### config.mk
export PLATFORM = sky130hd
export DESIGN_NAME = mem_bus_arbiter_flat
export DESIGN_NICKNAME = d
export VERILOG_FILES = /design/src/rtl/mem_bus_arbiter_pkg.sv /design/src/rtl/mem_bus_arbiter_if.sv /design/src/rtl/mem_bus_arbiter_wbuf.sv /design/src/rtl/mem_bus_arbiter.sv /design/src/flat_wrapper.sv
export SDC_FILE = /design/constraint.sdc
export NUM_CORES = 1
export LEC_CHECK = 0
export ABC_AREA = 0
export ABC_CLOCK_PERIOD_IN_PS = 2000
export CORE_UTILIZATION = 43
export DETAILED_ROUTE_END_ITERATION = 7
export PLACE_DENSITY = 0.82
export SLEW_MARGIN = 20
export SYNTH_ARGS = -nofsm -noshare
export SYNTH_HDL_FRONTEND = slang
export SYNTH_HIERARCHICAL = 1
export SYNTH_SLANG_ARGS = --single-unit
### constraint.sdc
create_clock -name clk -period 2 [get_ports clk]
set_clock_uncertainty 0.15 [all_clocks]
set_input_delay 0.4 -clock clk [delete_from_list [all_inputs] [get_ports clk]]
set_output_delay 0.4 -clock clk [all_outputs]
set_load 0.05 [all_outputs]
### src/rtl/mem_bus_arbiter_pkg.sv
// Shared types and constants for the memory bus arbiter slice.
package mem_arb_pkg;

    // Default widths and fairness limit
    localparam int DEF_AW        = 32;
    localparam int DEF_DW        = 32;
    localparam int DEF_MAX_D_RUN = 4;

    // MemRW bit positions: [1] = read, [0] = write (2'b11 counts as a read)
    localparam int MEMRW_RD = 1;
    localparam int MEMRW_WR = 0;

    // Arbiter FSM states
    typedef enum logic [1:0] {
        IDLE = 2'd0,
        I_RD = 2'd1,
        D_RD = 2'd2,
        D_WR = 2'd3
    } arb_state_e;

endpackage

### src/rtl/mem_bus_arbiter_if.sv
// Pipeline-side and bus-side signals of the memory bus arbiter.
// The slave modport is the arbiter's view; master is the environment
// (IF/MEM stages plus the memory slave).
interface mem_bus_arbiter_if
    import mem_arb_pkg::*;
#(
    parameter int AW = DEF_AW,
    parameter int DW = DEF_DW
);
    // Instruction fetch side
    logic              i_req;
    logic [AW-1:0]     i_addr;
    logic              iready_n;
    logic [DW-1:0]     i_rdata;

    // Data access side
    logic              d_req;
    logic [1:0]        d_rw;
    logic [AW-1:0]     d_addr;
    logic [DW-1:0]     d_wdata;
    logic [DW/8-1:0]   d_be;
    logic              dready_n;
    logic [DW-1:0]     d_rdata;
    logic              dbusy;

    // External memory bus
    logic              bus_req;
    logic              bus_we;
    logic [AW-1:0]     bus_addr;
    logic [DW-1:0]     bus_wdata;
    logic [DW/8-1:0]   bus_be;
    logic              bus_ack;
    logic [DW-1:0]     bus_rdata;

    modport slave (
        input  i_req, i_addr, d_req, d_rw, d_addr, d_wdata, d_be,
               bus_ack, bus_rdata,
        output iready_n, i_rdata, dready_n, d_rdata, dbusy,
               bus_req, bus_we, bus_addr, bus_wdata, bus_be
    );

    modport master (
        output i_req, i_addr, d_req, d_rw, d_addr, d_wdata, d_be,
               bus_ack, bus_rdata,
        input  iready_n, i_rdata, dready_n, d_rdata, dbusy,
               bus_req, bus_we, bus_addr, bus_wdata, bus_be
    );

endinterface

### src/rtl/mem_bus_arbiter_wbuf.sv
// One-entry posted write buffer: holds a single accepted store until the
// arbiter drains it onto the bus.
module mem_wbuf
    import mem_arb_pkg::*;
#(
    parameter int AW = DEF_AW,
    parameter int DW = DEF_DW
) (
    input  logic            clk,
    input  logic            rst,
    input  logic            load,
    input  logic            clear,
    input  logic [AW-1:0]   w_addr,
    input  logic [DW-1:0]   w_data,
    input  logic [DW/8-1:0] w_be,
    output logic            valid,
    output logic [AW-1:0]   addr,
    output logic [DW-1:0]   data,
    output logic [DW/8-1:0] be
);

    // Capture a store on load, release the entry on clear (never both at once)
    always_ff @(posedge clk or negedge rst) begin
        if (!rst) begin
            valid <= 1'b0;
            addr  <= '0;
            data  <= '0;
            be    <= '0;
        end else begin
            if (clear) begin
                valid <= 1'b0;
            end
            if (load) begin
                valid <= 1'b1;
                addr  <= w_addr;
                data  <= w_data;
                be    <= w_be;
            end
        end
    end

endmodule

### src/rtl/mem_bus_arbiter.sv
// Shares the external memory bus between instruction fetch and data access.
// Data side has priority; a run counter forces a fetch after MAX_D_RUN data
// grants so IF always makes progress. Stores are posted through mem_wbuf.
module mem_bus_arbiter
    import mem_arb_pkg::*;
#(
    parameter int AW        = DEF_AW,
    parameter int DW        = DEF_DW,
    parameter int MAX_D_RUN = DEF_MAX_D_RUN
) (
    input  logic             clk,
    input  logic             rst,
    mem_bus_arbiter_if.slave bus_if
);

    localparam logic [1:0] ST_IDLE = IDLE;
    localparam logic [1:0] ST_I_RD = I_RD;
    localparam logic [1:0] ST_D_RD = D_RD;
    localparam logic [1:0] ST_D_WR = D_WR;
    localparam int         CW      = $clog2(MAX_D_RUN + 1);

    logic [1:0]      state;
    logic [1:0]      grant;
    logic [CW-1:0]   dcnt;
    logic            dcnt_max;

    logic            bus_req_r;
    logic            bus_we_r;
    logic [AW-1:0]   bus_addr_r;
    logic [DW-1:0]   bus_wdata_r;
    logic [DW/8-1:0] bus_be_r;

    logic            iready_n_r;
    logic            dready_n_r;
    logic [DW-1:0]   i_rdata_r;
    logic [DW-1:0]   d_rdata_r;

    logic            d_rd_pend;
    logic            st_req;
    logic            st_accept;
    logic            wb_clear;
    logic            wb_valid;
    logic [AW-1:0]   wb_addr;
    logic [DW-1:0]   wb_data;
    logic [DW/8-1:0] wb_be;

    assign d_rd_pend = bus_if.d_req && bus_if.d_rw[MEMRW_RD];
    assign st_req    = bus_if.d_req && bus_if.d_rw[MEMRW_WR] && !bus_if.d_rw[MEMRW_RD];
    assign st_accept = st_req && !wb_valid;
    assign wb_clear  = (state == ST_D_WR) && bus_if.bus_ack;
    assign dcnt_max  = (dcnt == CW'(MAX_D_RUN));

    assign bus_if.dbusy     = st_req && wb_valid;
    assign bus_if.bus_req   = bus_req_r;
    assign bus_if.bus_we    = bus_we_r;
    assign bus_if.bus_addr  = bus_addr_r;
    assign bus_if.bus_wdata = bus_wdata_r;
    assign bus_if.bus_be    = bus_be_r;
    assign bus_if.iready_n  = iready_n_r;
    assign bus_if.dready_n  = dready_n_r;
    assign bus_if.i_rdata   = i_rdata_r;
    assign bus_if.d_rdata   = d_rdata_r;

    mem_wbuf #(
        .AW (AW),
        .DW (DW)
    ) u_wbuf (
        .clk    (clk),
        .rst    (rst),
        .load   (st_accept),
        .clear  (wb_clear),
        .w_addr (bus_if.d_addr),
        .w_data (bus_if.d_wdata),
        .w_be   (bus_if.d_be),
        .valid  (wb_valid),
        .addr   (wb_addr),
        .data   (wb_data),
        .be     (wb_be)
    );

    // Pick the next transaction; pending writes drain before a load so a
    // load never overtakes an older store to the same address
    always_comb begin
        grant = ST_IDLE;
        if (bus_if.i_req && dcnt_max) begin
            grant = ST_I_RD;
        end else if (d_rd_pend && wb_valid) begin
            grant = ST_D_WR;
        end else if (d_rd_pend) begin
            grant = ST_D_RD;
        end else if (bus_if.i_req) begin
            grant = ST_I_RD;
        end else if (wb_valid) begin
            grant = ST_D_WR;
        end
    end

    // FSM and registered bus outputs, loaded on leaving IDLE and held until ack
    always_ff @(posedge clk or negedge rst) begin
        if (!rst) begin
            state       <= ST_IDLE;
            bus_req_r   <= 1'b0;
            bus_we_r    <= 1'b0;
            bus_addr_r  <= '0;
            bus_wdata_r <= '0;
            bus_be_r    <= '0;
        end else if (state == ST_IDLE) begin
            state <= grant;
            case (grant)
                ST_I_RD: begin
                    bus_req_r   <= 1'b1;
                    bus_we_r    <= 1'b0;
                    bus_addr_r  <= bus_if.i_addr;
                    bus_wdata_r <= '0;
                    bus_be_r    <= '1;
                end
                ST_D_RD: begin
                    bus_req_r   <= 1'b1;
                    bus_we_r    <= 1'b0;
                    bus_addr_r  <= bus_if.d_addr;
                    bus_wdata_r <= '0;
                    bus_be_r    <= '1;
                end
                ST_D_WR: begin
                    bus_req_r   <= 1'b1;
                    bus_we_r    <= 1'b1;
                    bus_addr_r  <= wb_addr;
                    bus_wdata_r <= wb_data;
                    bus_be_r    <= wb_be;
                end
                default: begin
                    bus_req_r <= 1'b0;
                end
            endcase
        end else if (bus_if.bus_ack) begin
            state     <= ST_IDLE;
            bus_req_r <= 1'b0;
            bus_we_r  <= 1'b0;
        end
    end

    // Deliver read data for one cycle, but only if the requester still wants
    // the same address (a flushed or redirected request drops the data)
    always_ff @(posedge clk or negedge rst) begin
        if (!rst) begin
            iready_n_r <= 1'b1;
            dready_n_r <= 1'b1;
            i_rdata_r  <= '0;
            d_rdata_r  <= '0;
        end else begin
            iready_n_r <= 1'b1;
            dready_n_r <= 1'b1;
            if (state == ST_I_RD && bus_if.bus_ack && bus_if.i_req &&
                bus_if.i_addr == bus_addr_r) begin
                i_rdata_r  <= bus_if.bus_rdata;
                iready_n_r <= 1'b0;
            end
            if (state == ST_D_RD && bus_if.bus_ack && d_rd_pend &&
                bus_if.d_addr == bus_addr_r) begin
                d_rdata_r  <= bus_if.bus_rdata;
                dready_n_r <= 1'b0;
            end
        end
    end

    // Count consecutive data grants made while a fetch is waiting
    always_ff @(posedge clk or negedge rst) begin
        if (!rst) begin
            dcnt <= '0;
        end else if (state == ST_IDLE) begin
            if (!bus_if.i_req || grant == ST_I_RD) begin
                dcnt <= '0;
            end else if ((grant == ST_D_RD || grant == ST_D_WR) && !dcnt_max) begin
                dcnt <= dcnt + CW'(1);
            end
        end
    end

endmodule

### src/flat_wrapper.sv
// flat-port wrapper written by rule: the top's interface ports become plain ports
module mem_bus_arbiter_flat import mem_arb_pkg::*;
#(
    parameter int AW        = DEF_AW,
    parameter int DW        = DEF_DW,
    parameter int MAX_D_RUN = DEF_MAX_D_RUN
)
  (clk, rst, bus_if_i_req, bus_if_i_addr, bus_if_d_req, bus_if_d_rw, bus_if_d_addr, bus_if_d_wdata, bus_if_d_be, bus_if_bus_ack, bus_if_bus_rdata, bus_if_iready_n, bus_if_i_rdata, bus_if_dready_n, bus_if_d_rdata, bus_if_dbusy, bus_if_bus_req, bus_if_bus_we, bus_if_bus_addr, bus_if_bus_wdata, bus_if_bus_be);
  mem_bus_arbiter_if #(.AW(AW), .DW(DW)) bus_if_i ();
  input  logic clk;
  input  logic rst;
  input wire logic [$bits(bus_if_i.i_req)-1:0] bus_if_i_req;
  input wire logic [$bits(bus_if_i.i_addr)-1:0] bus_if_i_addr;
  input wire logic [$bits(bus_if_i.d_req)-1:0] bus_if_d_req;
  input wire logic [$bits(bus_if_i.d_rw)-1:0] bus_if_d_rw;
  input wire logic [$bits(bus_if_i.d_addr)-1:0] bus_if_d_addr;
  input wire logic [$bits(bus_if_i.d_wdata)-1:0] bus_if_d_wdata;
  input wire logic [$bits(bus_if_i.d_be)-1:0] bus_if_d_be;
  input wire logic [$bits(bus_if_i.bus_ack)-1:0] bus_if_bus_ack;
  input wire logic [$bits(bus_if_i.bus_rdata)-1:0] bus_if_bus_rdata;
  output wire logic [$bits(bus_if_i.iready_n)-1:0] bus_if_iready_n;
  output wire logic [$bits(bus_if_i.i_rdata)-1:0] bus_if_i_rdata;
  output wire logic [$bits(bus_if_i.dready_n)-1:0] bus_if_dready_n;
  output wire logic [$bits(bus_if_i.d_rdata)-1:0] bus_if_d_rdata;
  output wire logic [$bits(bus_if_i.dbusy)-1:0] bus_if_dbusy;
  output wire logic [$bits(bus_if_i.bus_req)-1:0] bus_if_bus_req;
  output wire logic [$bits(bus_if_i.bus_we)-1:0] bus_if_bus_we;
  output wire logic [$bits(bus_if_i.bus_addr)-1:0] bus_if_bus_addr;
  output wire logic [$bits(bus_if_i.bus_wdata)-1:0] bus_if_bus_wdata;
  output wire logic [$bits(bus_if_i.bus_be)-1:0] bus_if_bus_be;
  assign bus_if_i.i_req = bus_if_i_req;
  assign bus_if_i.i_addr = bus_if_i_addr;
  assign bus_if_i.d_req = bus_if_d_req;
  assign bus_if_i.d_rw = bus_if_d_rw;
  assign bus_if_i.d_addr = bus_if_d_addr;
  assign bus_if_i.d_wdata = bus_if_d_wdata;
  assign bus_if_i.d_be = bus_if_d_be;
  assign bus_if_i.bus_ack = bus_if_bus_ack;
  assign bus_if_i.bus_rdata = bus_if_bus_rdata;
  assign bus_if_iready_n = bus_if_i.iready_n;
  assign bus_if_i_rdata = bus_if_i.i_rdata;
  assign bus_if_dready_n = bus_if_i.dready_n;
  assign bus_if_d_rdata = bus_if_i.d_rdata;
  assign bus_if_dbusy = bus_if_i.dbusy;
  assign bus_if_bus_req = bus_if_i.bus_req;
  assign bus_if_bus_we = bus_if_i.bus_we;
  assign bus_if_bus_addr = bus_if_i.bus_addr;
  assign bus_if_bus_wdata = bus_if_i.bus_wdata;
  assign bus_if_bus_be = bus_if_i.bus_be;
  mem_bus_arbiter #(.AW(AW), .DW(DW), .MAX_D_RUN(MAX_D_RUN)) u_core (.clk(clk), .rst(rst), .bus_if(bus_if_i));
endmodule
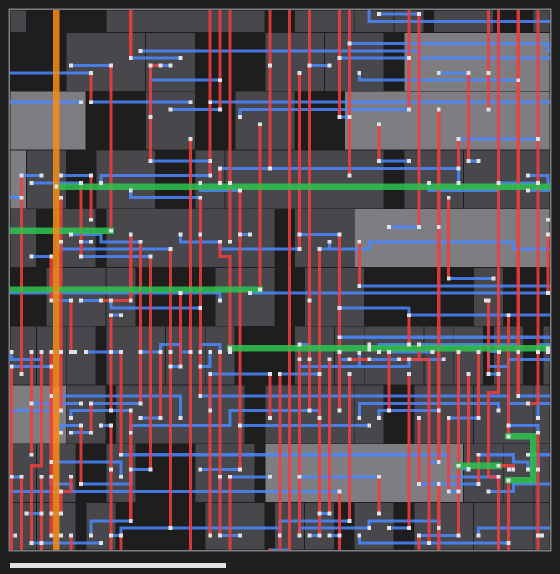
Fig. 1. Layout detail (run 1).
Scale bar: 10 µm. Window x 25 to 50, y 25 to 50 µm. Cells in gray, sequential cells in the stronger gray; small squares are vias.
color	layer
red	metal 2
orange	metal 4
green	metal 3
blue	metal 1
most frequent	buf_4 (15), nand2_1 (10)
sequential cells in the window	4
cells with their middle in the window	57

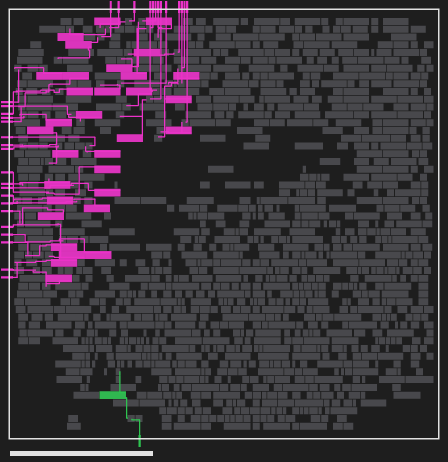
Fig. 2. Port wiring (run 1).
Scale bar: 50 µm.
color	port	direction	edge	end cells	buffers	wire
magenta	bus_if_bus_wdata	output	19 left, 13 top	32	32	1160 µm
green	bus_if_bus_we	output	bottom	1	1	26.4 µm
port bufs: 275
I/O pin total: 276

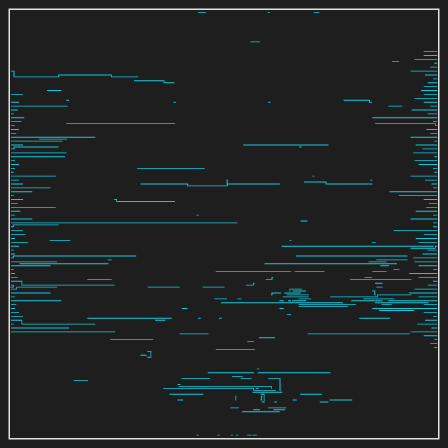
Fig. 3. Metal 3 (run 1).
nets with wire on the layer	205
wire length on this layer	2220 µm
longest straight run	78.9 µm
grt met3 use: 0.05579
via count: 7621
final WL: 28.97 mm

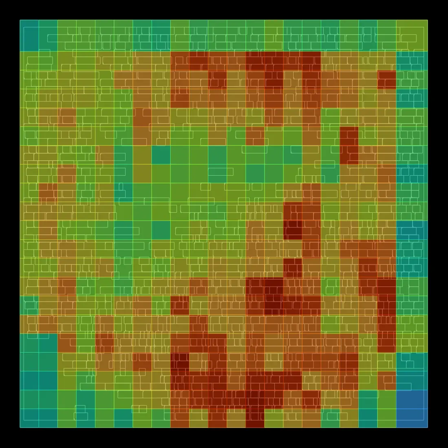
Fig. 4. Congestion heat map (run 1).
met1 usage: 0.3352
WL/cell: 20.23 µm
GR Util All Layers: 0.2591

run 1: sequential cells by signal (all words and copies together), names as in the netlist, 2 cells and up:
name,flops
u_core/bus_if.i_rdata,32
u_core/dcnt,3
u_core/u_wbuf/data,32
u_core/bus_if.bus_be,4
u_core/u_wbuf/addr,32
u_core/bus_if.bus_wdata,32
u_core/bus_if.bus_addr,32
u_core/u_wbuf/be,4
u_core/state,2
u_core/bus_if.d_rdata,32
run 1: path summary, 6_finish.rpt:
kind / startpoint / end / slack (ns) / cells after the start
worst max-delay path: u_core/bus_if.bus_addr[10] / u_core/bus_if.i_rdata[2] / -0.48 / 9
worst min-delay path: rst / u_core/u_wbuf/addr[18] / 0.23 / 2
worst max register to register: u_core/bus_if.bus_addr[10] / u_core/bus_if.i_rdata[2] / -0.48 / 9
worst min register to register: u_core/u_wbuf/data[8] / u_core/bus_if.bus_wdata[8] / 0.34 / 1
max in group asynchronous: rst / u_core/bus_if.dready_n / 0.82 / 3
min in group clk: u_core/u_wbuf/data[8] / u_core/bus_if.bus_wdata[8] / 0.34 / 1
run 1: report_power, final:
part	internal, µW	switching, µW	total (µW)
clock	2610	1720	4330
sequential	5620	848	6460
combinational	3970	5180	9150
total	12200	7750	19900
run 1: layer usage:
metal | wire length (µm) | track usage | vias to the layer above
li1 | - | - | 3455
met1 | 11670 | 0.3352 | 3770
met2 | 14290 | 0.4343 | 329
met3 | 2223 | 0.05579 | 65
met4 | 775 | 0.07704 | 2
met5 | 11 | 0 | -
run 1: kinds of logic after synthesis:
kind of cell    Yosys count  synth area share
fa+ha+maj                 2          0.002674
buf+inv                  82           0.04012
compound gates          146            0.1121
mux                     132            0.1705
flops                   210            0.5619
xor+xnor                 64           0.05991
simple gates            100           0.05282
==> flow_summary_export.csv, run 1 <==
group,metric,value,unit
floorplanning,die_width,149.5,µm
layout,flops,210,
final_timing,fin_crit_sh,1.241,
synth,synthesis.area,9356,µm²
final_timing,hold_viol_final,0,
synth,top_area_cell,"dfrtp_1",
final_timing,final_max_slew_viol_count,0,
final_timing,setup_slack,-0.4813,ns
clocking,hold_buffers,1,
worst_setup_path,critPathKind,"reg2reg",
synth,most_common_cell,"dfrtp_1",
final_timing,rsz0062_at_grt,"yes",
clocking,clockRootBuffer,"clkbuf_16",
worst_setup_path,crit_family,"simple AND/OR/NAND/NOR gates",
layout,ff_latch_area,5299,µm²
layout,logic_area,4188,µm²
layout,logic_gates,444,
detailed_routing,via_per_inst,5.322,
layout,finalNonFillerCells,1432,
global_route,grt_overflow,0,
layout,syn_to_final_growth,55.86,%
status,status,"finished with violations",
synth,top_cells_by_count,"208 x dfrtp_1, 102 x mux2_2, 47 x nand2_1, 40 x inv_1, 39 x o21ai_0",
global_route,grt_pass1_vias,7953,
final_timing,setup_violations,64,
floorplanning,row_count,53,
clocking,clk_latency,0.51,ns
floorplanning,num_tap_cells,275,
global_route,grt_max_degree,63,
synth,yosysWarnings,6,
worst_setup_path,crit_path_cell_trace,"xor2_1 -> nor4_2 -> buf_4 -> nand2_4 -> nor4_4 -> buf_6 -> buf_12 -> buf_16 -> mux2_4",
synth,flop_cell,"dfrtp_1",
final_timing,relSlewSlack,0.7124,
layout,num-nonclk-inverters,40,
place,routabilityCongestion,0.8604,
clocking,clk_pin_slew,0.06,ns
synth,yosys_area,9356,µm²
detailed_routing,firstDrtPassIters,5,
worst_setup_path,critPathLaunchType,"flop",
worst_setup_path,slowest_delay,0.40,ns
flow_run,maxCapViolCount,0,
floorplanning,die_height,149.5,µm
clocking,cts_sinks,210,
worst_setup_path,arrival,2.72,ns
synth,postSynthCellCount,736,
worst_setup_path,endpoint_kind,"flop",
worst_setup_path,cp.required,2.24,ns
status,violations,"negative setup slack",
synth,syn_area_per_cell,12.71,µm²
place,place_hpwl,19.32,mm
worst_setup_path,cp_max_fo,8,
layout,final_cell_mix,"254 x buf_4, 175 x dfrtp_1, 137 x clkdlybuf4s50_1, 73 x mux2_4, 59 x mux2_2",
floorplanning,core_region_area,21150,µm²
power,power_density,1367,nW/µm²
power,leakagePower,0.006829,µW
synth,area_leaders,"dfrtp_1 56%, mux2_2 12%, mux2_4 4.7%",
synth,synth.distinct_cells,40,
layout,comb_area_frac,0.2872,
layout,buffers,420,
layout,drive_above_1_share,0.4511,
==> run 1 -> run 2 <==
Settings changed: CAP_MARGIN set to 25, GPL_TIMING_DRIVEN set to 1.
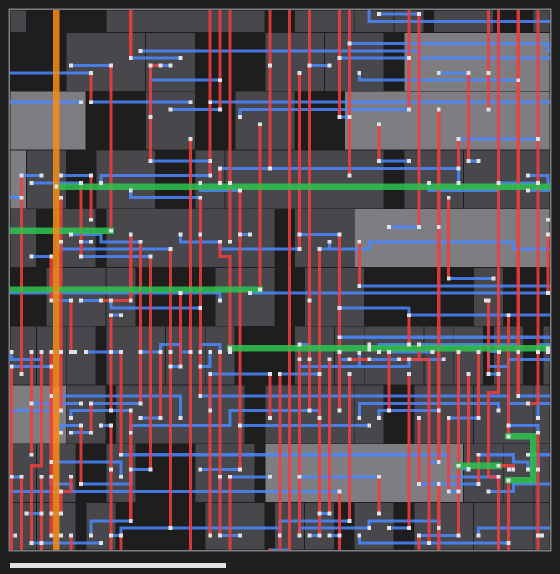
Fig. 5. Layout detail (run 2).
Scale bar: 10 µm. Window x 25 to 50, y 25 to 50 µm. Cells in gray, sequential cells in the stronger gray; small squares are vias.
color	layer
green	metal 3
orange	metal 4
blue	metal 1
red	metal 2
cells with their middle in the window	57
sequential cells in the window	4
most frequent	buf_4 (15), nand2_1 (10)

==> run 2 against run 1 <==
  * The flow still finishes with violations (negative setup slack)
  * Final area unchanged
  * Non-clock buffer count stayed put
  * Hold slack is the same
  * First-iteration DRC count stayed put
  * Register-to-register slack is essentially flat
  * Sequential share of layout area did not move
  * Critical path depth is the same
  * Maximum frequency did not move
  * Clock power barely moved
  * Power unchanged
  * Setup slack stayed put
  * Largest power group unchanged
==> flow_summary_export.csv, run 2 <==
group,metric,value,unit
floorplanning,core_region_area,21150,µm²
status,violations,"negative setup slack",
worst_setup_path,critPathLaunchType,"flop",
global_route,grt_use_met1,0.3352,
floorplanning,die_height,149.5,µm
layout,syn_to_final_growth,55.86,%
synth,top_area_cell,"dfrtp_1",
layout,postLayoutCoreUtil,0.6894,
detailed_routing,antenna_left,0,
synth,most_common_cell,"dfrtp_1",
flow_run,warnings,30,
floorplanning,die-area,22350,µm²
detailed_routing,routed_wl,28.97,mm
floorplanning,die_width,149.5,µm
worst_setup_path,cp.depth,9,
final_timing,setup_violations,64,
power,pg_comb,9150,µW
clocking,cts_tree,"yes",
detailed_routing,vias,7621,
layout,layout_top_cell,"buf_4",
synth,area_leaders,"dfrtp_1 56%, mux2_2 12%, mux2_4 4.7%",
power,power_density,1367,nW/µm²
final_timing,final_max_slew_viol_count,0,
global_route,grt.total_usage,0.2591,
global_route,antenna_found_initial,3,
final_timing,fmax,403.0,MHz
flow_run,maxCapViolCount,0,
worst_hold_path,hp-class,"in2async",
place,dp_slack,-1.025,ns
final_timing,fin_crit_sh,1.241,
worst_setup_path,cp_num_buf_inv,4,
layout,fin_nets,1280,
synth,yosys_area,9356,µm²
worst_setup_path,worst-r2r-setup-slack,-0.48,ns
worst_setup_path,crit_path_cell_trace,"xor2_1 -> nor4_2 -> buf_4 -> nand2_4 -> nor4_4 -> buf_6 -> buf_12 -> buf_16 -> mux2_4",
place,routabilityCongestion,0.8604,
synth,yosysSeqAreaShare,0.5619,
clocking,cts_max_level,1,
final_timing,rsz0062_at_grt,"yes",
layout,final_cell_mix,"254 x buf_4, 175 x dfrtp_1, 137 x clkdlybuf4s50_1, 73 x mux2_4, 59 x mux2_2",
detailed_routing,wire_per_inst,20.23,µm
power,p_comb_frac,0.459,
final_timing,fin_hold_ws,0.2260,ns
synth,postSynthCellCount,736,
worst_setup_path,crit_slowest_cell,"dfrtp_2",
clocking,clockRootBuffer,"clkbuf_16",
synth,ys_async_sr_fraction,1.000,
layout,drive_above_1_share,0.4511,
synth,syn_area_per_cell,12.71,µm²
synth,synth.distinct_cells,40,
detailed_routing,wl_met1,11.67,mm
global_route,grt_overflow,0,
synth,synth_stat.cells,736,
worst_setup_path,arrival,2.72,ns
clocking,clk_pin_slew,0.06,ns
final_timing,setup_slack,-0.4813,ns
worst_setup_path,r2r_cells,9,
synth,flop_cell,"dfrtp_1",
synth,top_cells_by_count,"208 x dfrtp_1, 102 x mux2_2, 47 x nand2_1, 40 x inv_1, 39 x o21ai_0",
global_route,gr-usage-met2,0.4343,
power,swShare,0.3885,
power,ir_drop,0.9278,mV
detailed_routing,via_per_inst,5.322,
global_route,gr-usage-met3,0.05579,
detailed_routing,firstDrtPassIters,5,
synth,synthesis.area,9356,µm²
detailed_routing,dr_wl_met2,14.29,mm
clocking,cts_sinks,210,
detailed_routing,drc,0,
synth,fp_nets,877,
power,pwr-share-clk,0.217,
clocking,clock_path_buffers,3,
worst_setup_path,slowest_delay,0.40,ns
final_timing,hold_viol_final,0,
floorplanning,boundaryPins,276,
synth,synth_flops,210,
worst_setup_path,cp_max_fo,8,
power,power.group.top,"combinational logic",
synth,yosysWarnings,6,
global_route,grt.busiest_layer,"met2",
detailed_routing,routed.top_layer,"met5",
synth,edf_count,0,
worst_setup_path,crit_family,"simple AND/OR/NAND/NOR gates",
detailed_routing,wl_met3,2.223,mm
status,status,"finished with violations",
worst_setup_path,endpoint_kind,"flop",
power,p_switching,7746,µW
power,pg_seq,6460,µW
floorplanning,initial_core_util,0.4423,
synth,yosys.area.top_type_share,0.5563,
worst_setup_path,cp.required,2.24,ns
power,clock_power,4330,µW
final_timing,tightestPinTransition,0.4275,ns
power,p_int,12200,µW
final_timing,fin_crit,2.481,ns
power,p_seq_frac,0.324,
power,leakagePower,0.006829,µW
global_route,grt_pass1_wl,44.66,mm
floorplanning,row_count,53,
place,port_buffers,275,
clocking,numCtsBuffers,23,
final_timing,relSlewSlack,0.7124,
worst_setup_path,critPathKind,"reg2reg",
global_route,grt_pass1_vias,7953,
detailed_routing,drt_iter0_drc,373,
clocking,clk_latency,0.51,ns
global_route,grt_max_degree,63,
place,place_hpwl,19.32,mm
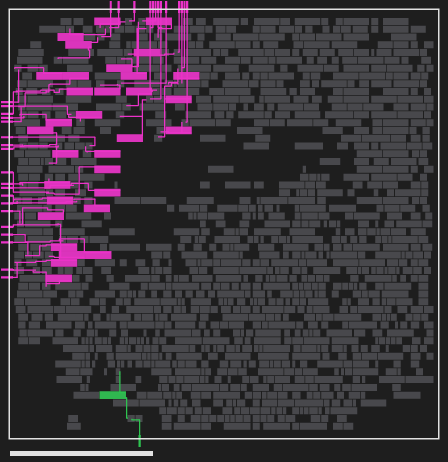
Fig. 6. Port wiring (run 2).
Scale bar: 50 µm.
color	port	direction	edge	end cells	buffers	wire
magenta	bus_if_bus_wdata	output	19 left, 13 top	32	32	1160 µm
green	bus_if_bus_we	output	bottom	1	1	26.4 µm

## run 2: kinds of logic (layout without fill, tap and decap cells)
kind of cell	after synthesis	count (layout)	synth area share
compound gates	146	146	0.1121
xor+xnor	64	64	0.05991
fa+ha+maj	2	2	0.002674
buf+inv	82	501	0.04012
flops	210	210	0.5619
mux	132	132	0.1705
other cells	0	2	0
simple gates	100	100	0.05282
## run 2: what timing repair did
action / in CTS / in global routing
gates resized: 79 / 15
pin swaps: 8 / 6
buffers inserted: 9 / 6
setup endpoints to repair: 65 / 77
endpoints found under the hold margin: 73 / 0
hold buffers: 1 / 0
gates cloned: 6 / 0
## run 2: layout make-up
class | count | area, µm²
antenna | 2 | 5.005
clock buffer | 30 | 631.9
clock inverter | 11 | 135.1
fill | 1470 | 6571
inverter | 40 | 150.1
multi-input combinational | 444 | 4188
sequential | 210 | 5299
tap | 275 | 344.1
timing repair buffer | 420 | 3830
## run 2: path summary, 6_finish.rpt
kind                                             from                         end
min                                               rst      u_core/u_wbuf/addr[18]
min in group clk                u_core/u_wbuf/data[8]  u_core/bus_if.bus_wdata[8]
min reg2reg                     u_core/u_wbuf/data[8]  u_core/bus_if.bus_wdata[8]
max reg2reg                u_core/bus_if.bus_addr[10]    u_core/bus_if.i_rdata[2]
max in group asynchronous                         rst      u_core/bus_if.dready_n
max                        u_core/bus_if.bus_addr[10]    u_core/bus_if.i_rdata[2]
## run 2: through the flow
step           setup TNS, ns  cells  total power [µW]  cell area, µm²
3_3_place_gp          -78.24   1371             14900           13150
5_1_grt               -27.53   1431             20910           14580
6_report              -24.02   1432             19940           14580
3_5_place_dp          -84.00   1371             15160           13150
2_1_floorplan         -13.63    736             11550            9462
4_1_cts               -20.12   1428             19880           14570
Fig. 7: run 2, congestion heat map
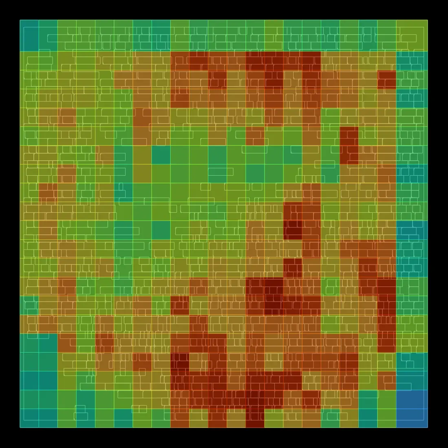

==> run 2 -> run 3 <==
Settings changed: GPL_TIMING_DRIVEN 1 to 0.
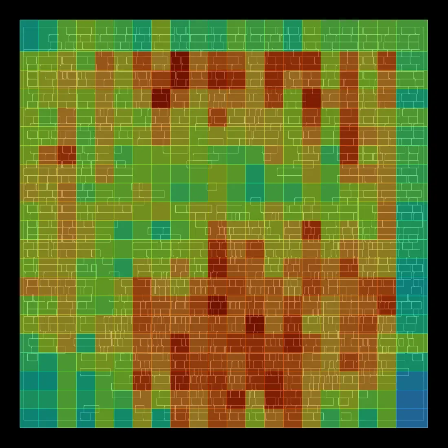
Fig. 8. Congestion heat map (run 3).
met1 usage: 0.3320
grt met3 use: 0.06402
GR Util All Layers: 0.2536
M2 GR Usage: 0.4130
Util after Layout: 0.6736

==> run 3 against run 2 <==
  * Register-to-register slack gained 0.11 ns
  * Global-route usage decreased by 0.55 points
  * First-iteration DRC count up 46%
  * The flow still finishes with violations (negative setup slack)
  * Critical endpoint is now u_core/bus_if.i_rdata[10]
==> flow_summary_export.csv, run 3 <==
group,metric,value,unit
final_timing,tightestPinTransition,0.6262,ns
synth,yosysSeqAreaShare,0.5619,
clocking,clk_pin_slew,0.06,ns
detailed_routing,wire_per_inst,21.13,µm
status,status,"finished with violations",
power,p_switching,7749,µW
layout,drive_above_1_share,0.3306,
final_timing,hold_viol_final,0,
place,place_hpwl,19.45,mm
final_timing,setup_violations,65,
detailed_routing,vias,7512,
worst_setup_path,crit_path_cell_trace,"xor2_1 -> nor4_2 -> nand3_1 -> nor4_4 -> buf_6 -> buf_12 -> mux2_4",
layout,syn_to_final_growth,52.30,%
status,violations,"negative setup slack",
place,dp_slack,-1.324,ns
worst_setup_path,crit_family,"simple AND/OR/NAND/NOR gates",
worst_setup_path,cp_max_fo,10,
layout,layout_top_cell,"dfrtp_1",
final_timing,fin_crit,2.374,ns
final_timing,setup_slack,-0.3736,ns
place,routabilityCongestion,0.8567,
floorplanning,initial_core_util,0.4423,
synth,syn_area_per_cell,12.71,µm²
final_timing,fin_hold_ws,0.2013,ns
global_route,grt_pass1_vias,7678,
synth,flop_cell,"dfrtp_1",
synth,top_area_cell,"dfrtp_1",
power,pwr-share-clk,0.243,
clocking,cts_setup_buffers,16,
place,port_buffers,275,
detailed_routing,drt_iter0_drc,543,
power,power_density,1375,nW/µm²
layout,final_cell_mix,"175 x dfrtp_1, 136 x clkdlybuf4s50_1, 72 x mux2_4, 60 x mux2_2, 49 x clkdlybuf4s15_1",
place,place_area,12620,µm²
synth,yosys.area.top_type_share,0.5563,
global_route,antenna_found_initial,3,
clocking,post_cts_resized,319,
synth,fp_nets,877,
clocking,cts_tree,"yes",
synth,synth_flops,210,
layout,fin_nets,1216,
worst_setup_path,endpoint_kind,"flop",
synth,top_cells_by_count,"208 x dfrtp_1, 102 x mux2_2, 47 x nand2_1, 40 x inv_1, 39 x o21ai_0",
floorplanning,die_height,149.5,µm
clocking,cts_sinks,210,
clocking,hold_buffers,1,
flow_run,warnings,30,
detailed_routing,firstDrtPassIters,5,
global_route,grt_pass1_wl,43.46,mm
synth,area_leaders,"dfrtp_1 56%, mux2_2 12%, mux2_4 4.7%",
flow_run,maxCapViolCount,0,
worst_setup_path,cp.required,2.25,ns
synth,ys_async_sr_fraction,1.000,
power,p_int,11840,µW
floorplanning,die_width,149.5,µm
worst_setup_path,crit_slowest_cell,"dfrtp_2",
power,p_seq_frac,0.340,
final_timing,rsz0062_at_grt,"yes",
detailed_routing,routed_wl,28.90,mm
detailed_routing,via_per_inst,5.491,
detailed_routing,drc,0,
clocking,clock_path_buffers,3,
worst_setup_path,worstSetupEndpoint,"u_core/bus_if.i_rdata[10]",
synth,yosysWarnings,6,
worst_hold_path,hp-class,"in2async",
worst_setup_path,critPathLaunchType,"flop",
clocking,clockRootBuffer,"clkbuf_16",
worst_setup_path,worst-r2r-setup-slack,-0.37,ns
worst_setup_path,crit_start,"u_core/bus_if.bus_addr[27]",
clocking,numCtsBuffers,24,
layout,fillers,1505,
floorplanning,boundaryPins,276,
worst_setup_path,slowest_delay,0.42,ns
final_timing,final_max_slew_viol_count,0,
final_timing,fmax,421.3,MHz
worst_setup_path,cp.depth,7,
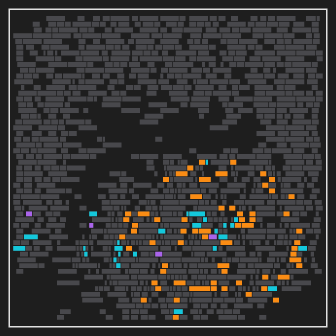
Fig. 9. Gate families picked out (run 3).
color	family	cells
orange	xor and xnor cells	64
cyan	nor cells	26
purple	and/or cells	4

-- run 3: metal layers --
| metal | vias up | track usage | routed length, µm |
|---|---|---|---|
| li1 | 3323 | - | - |
| met1 | 3767 | 0.3320 | 11530 |
| met2 | 365 | 0.4130 | 14240 |
| met3 | 53 | 0.06402 | 2556 |
| met4 | 4 | 0.07653 | 547 |
| met5 | - | 0 | 27 |
-- run 3: final cells by class --
class / count / area (µm²) / share of cell area
clock inverters: 9 / 162.7 / 0.01141
flip-flops and latches: 210 / 5299 / 0.3719
plain buffers: 41 / 375.4 / 0.02634
well taps: 275 / 344.1 / 0.02415
clock buffers: 34 / 708.2 / 0.04970
repair buffers: 314 / 3093 / 0.2171
diodes: 1 / 2.502 / 0.0001756
inverters: 40 / 150.1 / 0.01054
multi-input cells: 444 / 4115 / 0.2888
-- run 3: kinds of logic after synthesis --
logic type / after synthesis / synth area share
AOI/OAI and AO/OA: 146 / 0.1121
and+or+nand+nor: 100 / 0.05282
DFF: 210 / 0.5619
xor gates and xnor gates: 64 / 0.05991
buffers and inverters: 82 / 0.04012
muxes: 132 / 0.1705
adders and majority gates: 2 / 0.002674
-- run 3: power groups by stage --
| stage | clock network, µW | registers, µW | logic (µW) |
|---|---|---|---|
| 6_report | 4760 | 6670 | 8170 |
| 5_1_grt | 5000 | 6830 | 8630 |
| 4_1_cts | 4830 | 6640 | 7740 |
| 3_5_place_dp | 0 | 6710 | 7620 |
| 3_3_place_gp | 0 | 6680 | 7460 |
| 2_1_floorplan | 0 | 8350 | 3200 |
-- run 3: stage by stage --
stage	cells	total power (µW)
4_1_cts	1352	19210
6_report	1368	19590
3_3_place_gp	1286	14140
2_1_floorplan	736	11550
5_1_grt	1368	20460
3_5_place_dp	1288	14340
Power and IR drop assume default switching activity.
